[config.mk]
export PLATFORM = sky130hd
export DESIGN_NAME = uart_tx
export DESIGN_NICKNAME = d
export VERILOG_FILES = /design/src/rtl/uart_pkg.sv /design/src/rtl/uart_baud_gen.sv /design/src/rtl/uart_tx.sv
export SDC_FILE = /design/constraint.sdc
export NUM_CORES = 1
export LEC_CHECK = 0
export CORE_AREA = 2 2 74 76
export CTS_CLUSTER_SIZE = 40
export DETAILED_ROUTE_END_ITERATION = 16
export DIE_AREA = 0 0 76 78
export GPL_TIMING_DRIVEN = 0
export PLACE_DENSITY = 0.49
export SLEW_MARGIN = 20
export SYNTH_ARGS = -nofsm -noshare
export SYNTH_HDL_FRONTEND = slang
export SYNTH_SLANG_ARGS = --single-unit
[constraint.sdc]
create_clock -name clk -period 4.2 [get_ports clk]
set_input_delay 0.42 -clock clk [delete_from_list [all_inputs] [get_ports clk]]
set_output_delay 0.42 -clock clk [all_outputs]
set_load 0.05 [all_outputs]
[src/rtl/uart_pkg.sv]
// Shared UART definitions: baud assumptions, frame geometry and FSM state encoding.
// Used by the transmitter now and by the receiver once it moves onto this package.
package uart_pkg;

  localparam int CLK_HZ       = 50_000_000;
  localparam int BAUD         = 9600;
  localparam int CLKS_PER_BIT = CLK_HZ / BAUD;
  localparam int DATA_BITS    = 8;

  typedef enum logic [1:0] {
    IDLE  = 2'd0,
    START = 2'd1,
    DATA  = 2'd2,
    STOP  = 2'd3
  } uart_state_e;

endpackage

[src/rtl/uart_baud_gen.sv]
// Bit-period counter: counts 0..CLKS_PER_BIT-1 while enabled and flags the last
// cycle of each bit period. clr_i holds the count at zero between frames.
module uart_baud_gen #(
  parameter int CLKS_PER_BIT = 5208
) (
  input  logic clk,
  input  logic rst,
  input  logic clr_i,
  input  logic en_i,
  output logic bit_end_o
);

  localparam int            CW   = (CLKS_PER_BIT > 1) ? $clog2(CLKS_PER_BIT) : 1;
  localparam logic [CW-1:0] LAST = CW'(CLKS_PER_BIT - 1);

  logic [CW-1:0] cnt_q;

  assign bit_end_o = en_i && (cnt_q == LAST);

  // Free-running bit-period count that wraps on the last cycle of each bit.
  always_ff @(posedge clk) begin
    if (rst || clr_i) begin
      cnt_q <= '0;
    end else if (en_i) begin
      cnt_q <= (cnt_q == LAST) ? '0 : cnt_q + CW'(1);
    end
  end

endmodule

[src/rtl/uart_tx.sv]
// UART transmitter: 8 data bits, LSB first, 1 or 2 stop bits, idle-high line.
// A one-entry holding register sits in front of the shift register so the next
// byte can be queued while a frame is on the wire, giving gap-free back-to-back frames.
module uart_tx
  import uart_pkg::*;
#(
  parameter int CLKS_PER_BIT = uart_pkg::CLKS_PER_BIT,
  parameter int STOP_BITS    = 1
) (
  input  logic                 clk,
  input  logic                 rst,
  input  logic [DATA_BITS-1:0] data,
  input  logic                 data_valid,
  output logic                 ready,
  output logic                 tx,
  output logic                 busy
);

  localparam logic [2:0] LAST_BIT  = 3'(DATA_BITS - 1);
  localparam logic       LAST_STOP = 1'(STOP_BITS - 1);

  uart_state_e          state_q;
  logic [DATA_BITS-1:0] hold_q;
  logic [DATA_BITS-1:0] shift_q;
  logic                 ready_q;
  logic                 tx_q;
  logic                 busy_q;
  logic [2:0]           bit_idx_q;
  logic                 stop_cnt_q;
  logic                 bit_end;

  // The counter idles at zero, so every frame starts on a fresh bit period.
  uart_baud_gen #(
    .CLKS_PER_BIT(CLKS_PER_BIT)
  ) u_baud (
    .clk      (clk),
    .rst      (rst),
    .clr_i    (state_q == IDLE),
    .en_i     (state_q != IDLE),
    .bit_end_o(bit_end)
  );

  assign ready = ready_q;
  assign tx    = tx_q;
  assign busy  = busy_q;

  // Handshake into the holding register plus the frame sequencer. ready_q is
  // the "holding register empty" flag, so an accept and a load never coincide.
  always_ff @(posedge clk) begin
    if (rst) begin
      state_q    <= IDLE;
      ready_q    <= 1'b1;
      tx_q       <= 1'b1;
      busy_q     <= 1'b0;
      bit_idx_q  <= '0;
      stop_cnt_q <= 1'b0;
    end else begin
      if (data_valid && ready_q) begin
        hold_q  <= data;
        ready_q <= 1'b0;
      end

      case (state_q)
        IDLE: begin
          if (!ready_q) begin
            shift_q <= hold_q;
            ready_q <= 1'b1;
            tx_q    <= 1'b0;
            busy_q  <= 1'b1;
            state_q <= START;
          end
        end

        START: begin
          if (bit_end) begin
            tx_q      <= shift_q[0];
            bit_idx_q <= '0;
            state_q   <= DATA;
          end
        end

        DATA: begin
          if (bit_end) begin
            if (bit_idx_q == LAST_BIT) begin
              tx_q       <= 1'b1;
              stop_cnt_q <= 1'b0;
              state_q    <= STOP;
            end else begin
              shift_q   <= shift_q >> 1;
              tx_q      <= shift_q[1];
              bit_idx_q <= bit_idx_q + 3'd1;
            end
          end
        end

        STOP: begin
          if (bit_end) begin
            if (stop_cnt_q != LAST_STOP) begin
              stop_cnt_q <= 1'b1;
            end else if (!ready_q) begin
              // Queued byte goes straight into a new start bit: no idle gap.
              shift_q <= hold_q;
              ready_q <= 1'b1;
              tx_q    <= 1'b0;
              state_q <= START;
            end else begin
              busy_q  <= 1'b0;
              state_q <= IDLE;
            end
          end
        end

        default: state_q <= IDLE;
      endcase
    end
  end

endmodule

### Placed cells, one color a class

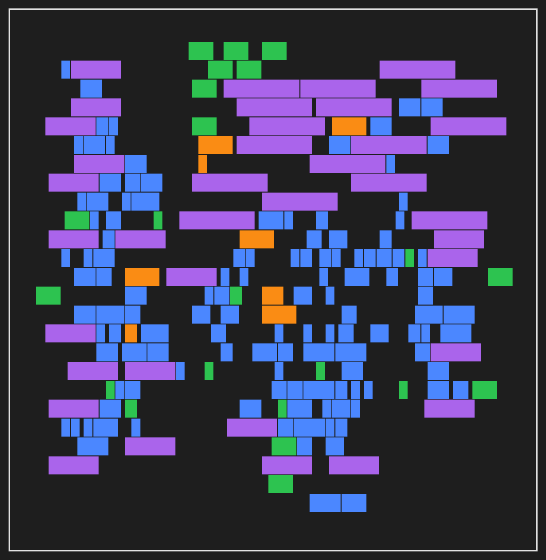
Key: other buffers and delay cells = green [cells 22, share of their area 8.4%]; flip-flops = purple [cells 37, share of their area 46%]; all other logic = blue [cells 124, share of their area 41%]; clock drivers and dummy loads = orange [cells 8, share of their area 4.4%]
design area: 0.00206 sq mm
Rows: 26
flop share of the area: 43.7%
Finished Core Util: 40.8%

### Drive-strength map

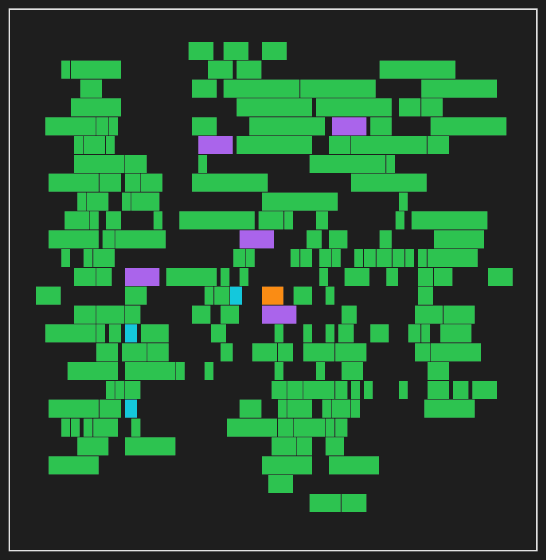
Key: drive 6 and up = purple [cells 5]; drive 2 = cyan [cells 3]; drive 1 or less = green [cells 182]; drive 3 to 4 = orange [cells 1]
synthesis-to-layout area growth: 17.3%
Setup WS post-layout: 1.40 ns
bufs w/o clock: 22

### Routed metal per tile

The bar under the picture is 20 um long. The die is cut into 15 by 16 equal tiles; dark blue is low, red is high, scaled to the fullest tile. Values are wire area over tile area, all layers added.
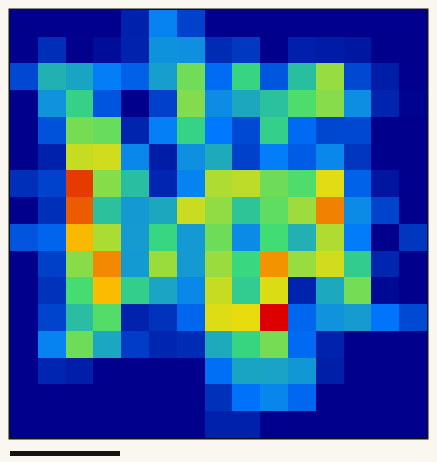
19% of the tiles are over half the peak. The emptiest ninth of the die: south-east. The densest ninth of the die: center.
overall routing resource usage: 13.1%
via count: 1317

==> impl_metrics.ini <==
; implementation run metrics
[status]
outcome = finished clean

[grt]
use_met3_pct = 3.84
grt_pass1_wl_mm = 6.20
grt_max_degree = 13
grt_pass1_vias = 1333
antenna_found_initial = 0

[critical_path]
r2r_start = u_baud.cnt_q[0]
arrival_ns = 2.71
r2r_end = shift_q[4]
cp_cell_sequence = ha_1 > or4bb_1 > or4_1 > buf_2 > o21ai_0
critPathKind = register to register
cp-startpoint = u_baud.cnt_q[0]
crit_slowest_cell = o21ai_0
cp-end-kind = register
worstSetupStartpointType = register
r2r_setup_slack_ns = 1.40
crit_end = shift_q[4]
worstRegToRegCells = 5

[synthesis]
top_cells_by_count = nor2_1 (25), dfxtp_1 (21), edfxtp_1 (16)
ys_cells = 170
synthCells = 170
synthArstFlopShare_pct = 0
syn-num-nets = 189
ys_sh_xor_pct = 5.49
top_cell = nor2_1
yosys.area_share.aoi_pct = 11.0
synthAdderAreaFrac_pct = 5.70
mux_share_pct = 1.14
syn_area_per_cell_sq_um = 10.3
synthTopLogicFamily = simple AND/OR/NAND/NOR gates
yosysTopAreaCellShare_pct = 27.4
syn_area_sq_mm = 0.00176
synth_seq_share_pct = 51.3
ff_type = dfxtp_1

[routing]
met3_wirelength_um = 100
drc = 0
wl_mm = 3.59
first_pass_iters = 6
drt_iter0_drc = 79
antenna_left = 0
wl_met1_mm = 1.73
wl_per_cell_um = 13.7
routed_via_density = 5.05
met2_length_mm = 1.69

[clocking]
ctsResizeCount = 0
htreeDepth = 2
cts_tree = done
clkSlewWorstSetupHoldPaths_ns = 0.08
clock_latency_ns = 0.29
clockBufferDepth = 2

[pwr]
p_per_area_mw_per_mm2 = 536
comb-power_mw = 0.386
pwr-share-comb_pct = 34.9
pg_clk_mw = 0.242
p_seq_mw = 0.476
seqPwrFrac_pct = 43.1
p_leak_nw = 0.745
ir_drop_v = 0.000285
power_frac_clock_pct = 21.9
power.net_switching_mw = 0.400

[timing]
period_used_pct = 66.6
relSlewSlack_pct = 33.3
hold_viol_final = 0
rsz0062_at_grt = no
slew_viol_final = 0
fin_hold_ws_ns = 0.442
max_freq_ghz = 0.358
layout_min_cycle_time_ns = 2.80

[final_layout]
antennaDiodeCount = 0
largest_register_ffs = 13
regArea_sq_um = 901
finalNetCount = 209
instances_no_fill = 261
final-clk-cell-share_pct = 4.19
clockBufferCount = 5
drive_above_1_share_pct = 4.71
final-nonclk-buf-share_pct = 8.08
comb.multi_input.count = 120
top_regs = u_baud.cnt_q (13), hold_q (8), shift_q (8)
largest_cell_class = flip-flops and latches
final_cell_mix = nor2_1 (25), dfxtp_1 (21), edfxtp_1 (16)
inverters = 4

[placed_design]
hpwl_mm = 2.69
portBuffers = 13
place_area_sq_mm = 0.00197

[job]
maxCapViolCount = 0

[floorplan]
chipHeight_um = 78
die_area_sq_mm = 0.00593
Power and IR drop assume default switching activity.
